Clock wiring as the flow saved it:
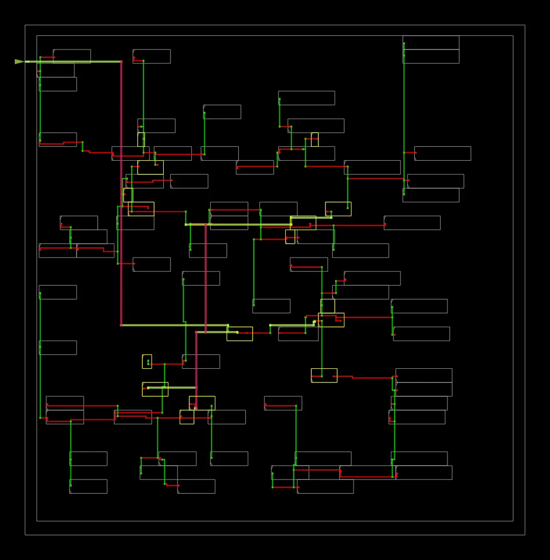
Met2 routing:
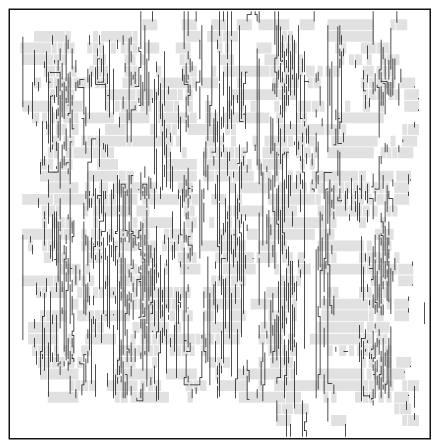
Wiring by layer:
Two of the layers only.
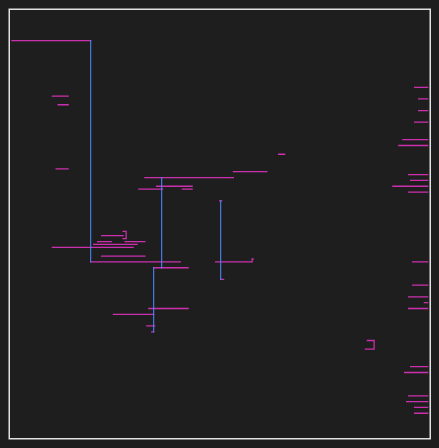
Met1 routing:
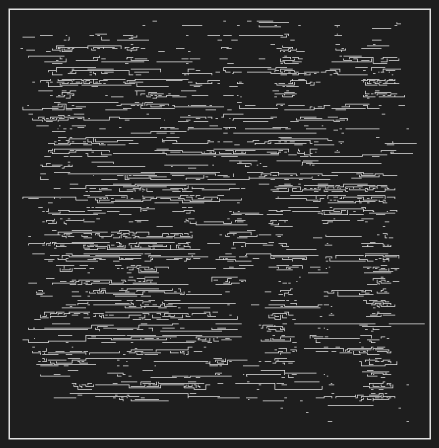
`config.mk`:
```
export PLATFORM = sky130hd
export DESIGN_NAME = bcd_answer_entry
export DESIGN_NICKNAME = d
export VERILOG_FILES = /design/src/rtl/factor_pkg.sv /design/src/rtl/bcd_field_counter.sv /design/src/rtl/bcd_answer_entry.sv
export SDC_FILE = /design/constraint.sdc
export NUM_CORES = 1
export LEC_CHECK = 0
export ABC_AREA = 1
export ABC_CLOCK_PERIOD_IN_PS = 2220
export CORE_AREA = 2 2 96 98
export DETAILED_ROUTE_END_ITERATION = 7
export DIE_AREA = 0 0 98 100
export GPL_TIMING_DRIVEN = 0
export MAX_ROUTING_LAYER = met4
export PLACE_DENSITY_LB_ADDON = 0.05
export SYNTH_ARGS = -nofsm -noshare
export SYNTH_HDL_FRONTEND = slang
export SYNTH_SLANG_ARGS = --single-unit
```
`constraint.sdc`:
```
create_clock -name CLK -period 2.22 [get_ports CLK]
set_input_delay 0.333 -clock CLK [delete_from_list [all_inputs] [get_ports CLK]]
set_output_delay 0.333 -clock CLK [all_outputs]
set_load 0.02 [all_outputs]
```
`src/rtl/factor_pkg.sv`:
```
// Shared types for the factorization-game answer entry: FSM states, verdict codes, BCD digit.
package factor_pkg;

  typedef enum logic [1:0] {
    ST_EDIT = 2'd0,
    ST_WAIT = 2'd1,
    ST_SHOW = 2'd2
  } state_t;

  localparam logic [1:0] RESULT_NONE    = 2'b00;
  localparam logic [1:0] RESULT_OK      = 2'b01;
  localparam logic [1:0] RESULT_NG      = 2'b10;
  localparam logic [1:0] RESULT_TIMEOUT = 2'b11;

  typedef logic [3:0] bcd_digit_t;

  // Bits needed to count 0..limit-1, never less than one bit.
  function automatic int cnt_width(input int limit);
    return (limit > 1) ? $clog2(limit) : 1;
  endfunction

endpackage

```
`src/rtl/bcd_field_counter.sv`:
```
// One answer field of DIGITS BCD digits with wrapping increment/decrement and synchronous clear.
module bcd_field_counter
  import factor_pkg::*;
#(
  parameter int DIGITS = 2
) (
  input  logic                  i_clk,
  input  logic                  i_rst_n,
  input  logic                  i_inc,
  input  logic                  i_dec,
  input  logic                  i_clr,
  output logic [DIGITS*4-1:0]   o_value
);

  bcd_digit_t r_digits [DIGITS];
  bcd_digit_t w_next   [DIGITS];

  // A digit moves only when every lower digit is at its wrap point (9 for inc, 0 for dec).
  always_comb begin : next_value
    logic v_carry;
    v_carry = 1'b1;
    for (int i = 0; i < DIGITS; i++) begin
      w_next[i] = r_digits[i];
      if (i_inc && v_carry) begin
        w_next[i] = (r_digits[i] == 4'd9) ? 4'd0 : bcd_digit_t'(r_digits[i] + 4'd1);
        v_carry   = (r_digits[i] == 4'd9);
      end else if (i_dec && v_carry) begin
        w_next[i] = (r_digits[i] == 4'd0) ? 4'd9 : bcd_digit_t'(r_digits[i] - 4'd1);
        v_carry   = (r_digits[i] == 4'd0);
      end else begin
        v_carry   = 1'b0;
      end
    end
  end

  always_ff @(posedge i_clk) begin
    if (!i_rst_n || i_clr) begin
      for (int i = 0; i < DIGITS; i++) r_digits[i] <= 4'd0;
    end else if (i_inc ^ i_dec) begin
      for (int i = 0; i < DIGITS; i++) r_digits[i] <= w_next[i];
    end
  end

  for (genvar g = 0; g < DIGITS; g++) begin : g_out
    assign o_value[g*4 +: 4] = r_digits[g];
  end

endmodule

```
`src/rtl/bcd_answer_entry.sv`:
```
// Answer-entry engine: N_FIELDS BCD fields, cursor, submit/verdict handshake and verdict display.
// Optional cursor blink on BLANK_OUT is enabled by defining CURSOR_BLINK_EN.
module bcd_answer_entry
  import factor_pkg::*;
#(
  parameter int N_FIELDS    = 3,
  parameter int DIGITS      = 2,
  parameter int SHOW_CYC    = 50_000_000,
  parameter int CHK_TIMEOUT = 1024,
  parameter int BLINK_CYC   = 12_500_000
) (
  input  logic                                          CLK,
  input  logic                                          RST,
  input  logic                                          SEL_IN,
  input  logic                                          INC_IN,
  input  logic                                          DEC_IN,
  input  logic                                          SUBMIT_IN,
  input  logic                                          CLR_IN,
  input  logic                                          CHK_DONE,
  input  logic                                          CHK_OK,
  output logic [N_FIELDS*DIGITS*4-1:0]                  FIELDS_OUT,
  output logic [((N_FIELDS > 1) ? $clog2(N_FIELDS) : 1)-1:0] CURSOR_OUT,
  output logic                                          CHK_REQ,
  output logic [1:0]                                    RESULT_OUT,
  output logic [N_FIELDS*DIGITS-1:0]                    BLANK_OUT
);

  localparam int CUR_W  = cnt_width(N_FIELDS);
  localparam int WAIT_W = cnt_width(CHK_TIMEOUT);
  localparam int SHOW_W = cnt_width(SHOW_CYC);
  localparam logic [CUR_W-1:0]  LAST_FIELD = CUR_W'(N_FIELDS - 1);
  localparam logic [WAIT_W-1:0] WAIT_LAST  = WAIT_W'(CHK_TIMEOUT - 1);
  localparam logic [SHOW_W-1:0] SHOW_LAST  = SHOW_W'(SHOW_CYC - 1);

  if (N_FIELDS < 1 || DIGITS < 1 || SHOW_CYC < 1 || CHK_TIMEOUT < 1 || BLINK_CYC < 1) begin : g_bad_param
    $error("bcd_answer_entry: all parameters must be >= 1");
  end

  state_t             r_state;
  logic [CUR_W-1:0]   r_cursor;
  logic               r_chk_req;
  logic [1:0]         r_result;
  logic [WAIT_W-1:0]  r_wait_cnt;
  logic [SHOW_W-1:0]  r_show_cnt;

  logic w_edit;
  logic w_key_inc;
  logic w_key_dec;
  logic w_show_done;
  logic w_clr_fields;

  // Key priority CLR > SUBMIT > SEL > INC/DEC; INC with DEC cancels out.
  assign w_edit       = (r_state == ST_EDIT);
  assign w_key_inc    = w_edit && !CLR_IN && !SUBMIT_IN && !SEL_IN && INC_IN && !DEC_IN;
  assign w_key_dec    = w_edit && !CLR_IN && !SUBMIT_IN && !SEL_IN && DEC_IN && !INC_IN;
  assign w_show_done  = (r_state == ST_SHOW) && (r_show_cnt == SHOW_LAST);
  assign w_clr_fields = CLR_IN || (w_show_done && (r_result == RESULT_OK));

  for (genvar f = 0; f < N_FIELDS; f++) begin : g_field
    bcd_field_counter #(.DIGITS(DIGITS)) u_field (
      .i_clk   (CLK),
      .i_rst_n (RST),
      .i_inc   (w_key_inc && (r_cursor == CUR_W'(f))),
      .i_dec   (w_key_dec && (r_cursor == CUR_W'(f))),
      .i_clr   (w_clr_fields),
      .o_value (FIELDS_OUT[f*DIGITS*4 +: DIGITS*4])
    );
  end

  always_ff @(posedge CLK) begin
    if (!RST || CLR_IN) begin
      r_state    <= ST_EDIT;
      r_cursor   <= '0;
      r_chk_req  <= 1'b0;
      r_result   <= RESULT_NONE;
      r_wait_cnt <= '0;
      r_show_cnt <= '0;
    end else begin
      case (r_state)
        ST_EDIT: begin
          if (SUBMIT_IN) begin
            r_state    <= ST_WAIT;
            r_chk_req  <= 1'b1;
            r_wait_cnt <= '0;
          end else if (SEL_IN) begin
            r_cursor <= (r_cursor == LAST_FIELD) ? '0 : r_cursor + CUR_W'(1);
          end
        end
        ST_WAIT: begin
          if (CHK_DONE) begin
            r_state    <= ST_SHOW;
            r_chk_req  <= 1'b0;
            r_result   <= CHK_OK ? RESULT_OK : RESULT_NG;
            r_show_cnt <= '0;
          end else if (r_wait_cnt == WAIT_LAST) begin
            r_state    <= ST_SHOW;
            r_chk_req  <= 1'b0;
            r_result   <= RESULT_TIMEOUT;
            r_show_cnt <= '0;
          end else begin
            r_wait_cnt <= r_wait_cnt + WAIT_W'(1);
          end
        end
        ST_SHOW: begin
          if (r_show_cnt == SHOW_LAST) begin
            r_state  <= ST_EDIT;
            r_result <= RESULT_NONE;
            if (r_result == RESULT_OK) r_cursor <= '0;
          end else begin
            r_show_cnt <= r_show_cnt + SHOW_W'(1);
          end
        end
        default: r_state <= ST_EDIT;
      endcase
    end
  end

  assign CURSOR_OUT = r_cursor;
  assign CHK_REQ    = r_chk_req;
  assign RESULT_OUT = r_result;

`ifdef CURSOR_BLINK_EN
  localparam int BLINK_W = cnt_width(BLINK_CYC);
  localparam logic [BLINK_W-1:0] BLINK_LAST = BLINK_W'(BLINK_CYC - 1);

  logic [BLINK_W-1:0]          r_blink_cnt;
  logic                        r_blink_phase;
  logic [N_FIELDS*DIGITS-1:0]  w_blank;

  // Phase 0 = shown; any editing key or leaving EDIT restarts in the shown phase.
  always_ff @(posedge CLK) begin
    if (!RST || !w_edit || CLR_IN || SEL_IN || INC_IN || DEC_IN) begin
      r_blink_cnt   <= '0;
      r_blink_phase <= 1'b0;
    end else if (r_blink_cnt == BLINK_LAST) begin
      r_blink_cnt   <= '0;
      r_blink_phase <= ~r_blink_phase;
    end else begin
      r_blink_cnt <= r_blink_cnt + BLINK_W'(1);
    end
  end

  always_comb begin
    w_blank = '0;
    for (int f = 0; f < N_FIELDS; f++) begin
      if (w_edit && r_blink_phase && (r_cursor == CUR_W'(f))) w_blank[f*DIGITS +: DIGITS] = '1;
    end
  end

  assign BLANK_OUT = w_blank;
`else
  assign BLANK_OUT = '0;
`endif

endmodule

```
==> reports/metrics.yaml <==
status:
  status: "finished clean"
global_route:
  use_met3: 0.0376
  overflow: 0
  grt_max_degree: 12
routing:
  dr_wl_met2_um: 4830
  via_per_inst: 5.03
  met3_length_um: 279
  highest_layer: "met4"
  drc: 0
  drt_first_iter_violations: 155
synth:
  ys_cells: 645
  compound_area_frac: 0.104
  yosys_area_mm2: 0.00419
  netlist_area_mm2: 0.00419
  post-synth-top-count-cell: "nand2_1"
  synthArstFlopShare: 0
  mux_area_frac: 0
  yosys_register_bits: 67
  yosys.stat.seqShare: 0.378
  yosys_warnings: 0
  logic_family: "simple AND/OR/NAND/NOR gates"
  edf_count: 24
worst_setup_path:
  crit_buf_inv: 2
  critPathTopFamily: "simple AND/OR/NAND/NOR gates"
  rrSetupSlack_ps: 170
  crit_path_end_kind: "flip-flop"
  slowest_stage: "dfxtp_1"
  critPathMostFrequentCell: "nand2_1"
  endpoint: "g_field[2].u_field.r_digits[0][3]"
  crit_path_start: "r_show_cnt[1]"
  cp.arrival_ps: 2070
  cp-start-kind: "flip-flop"
  cpPeakStageDelay_ps: 370
sta:
  fin_crit_ps: 2050
  relSlewSlack: 0.570
  timing.setup.tns_ps: 0
  tightest_slew_ps: 641
  fin_hold_ws_ps: 475
  rsz0062_at_grt: "no"
  fin_ws_ps: 167
die:
  core.rowCount: 35
  fp.dieW_um: 98
  fp.dieH_um: 100
  coreArea_mm2: 0.00889
  fp_util: 0.471
  taps: 111
finish:
  n_all_buffers: 56
  largest_register_ffs: 26
  clk_share: 0.0326
  largest_class: "combinational gates"
  nonClkBufAreaFrac: 0.104
  syn_to_final_growth_pct: 18.3
  regArea_mm2: 0.00158
  comb-cell-share: 0.457
  design_area_mm2: 0.00495
  fillers: 871
  layout_top_cell: "nand2_1"
  diodes: 0
  fin_cells: 818
  comb_cells: 491
  mostFrequentLayoutCells: "nand2_1 (159), nor2_1 (137), inv_1 (75)"
  final-comb-area_mm2: 0.00226
  drive_gt1_frac: 0.0806
placed_design:
  port-buffer-count: 37
clock_network:
  path_clk_slew_ps: 70
  post_cts_buffers: 1
  cts_buffer_depth: 2
  h-tree-depth: 3
min_path:
  min_to: "CHK_REQ"
  hp-start: "CHK_REQ"
  holdPathStages: 2
power_and_ir_drop:
  p_switching_uw: 681
  seqPwrFrac: 0.529
  clkPwrFrac: 0.342
  p_seq_mw: 1.32
About 'clock wiring as the flow saved it':
number of clock sinks: 67
Flops: 67
Clock Buffer Count: 11
Clk power: 856 µW
clk_skew: 8.39 ps

About 'met2 routing':
main direction: vertical
share of all routed wire: 50%
wire length on this layer: 4830 µm
Total Routed Length: 9580 µm
met2 Use GR: 0.364
Via Count: 4118

About 'wiring by layer':
legend:
  magenta:
    layer: metal 3
    wire_length: 280 µm
  blue:
    layer: metal 4
    wire_length: 106 µm
routed length per placed instance: 11.7 µm
total track usage: 0.210

About 'met1 routing':
longest straight run: 27.6 µm
main direction: horizontal
share of all routed wire: 46%
grt met1 use: 0.254

No activity file was given, so power comes from the tool's default toggle rates.
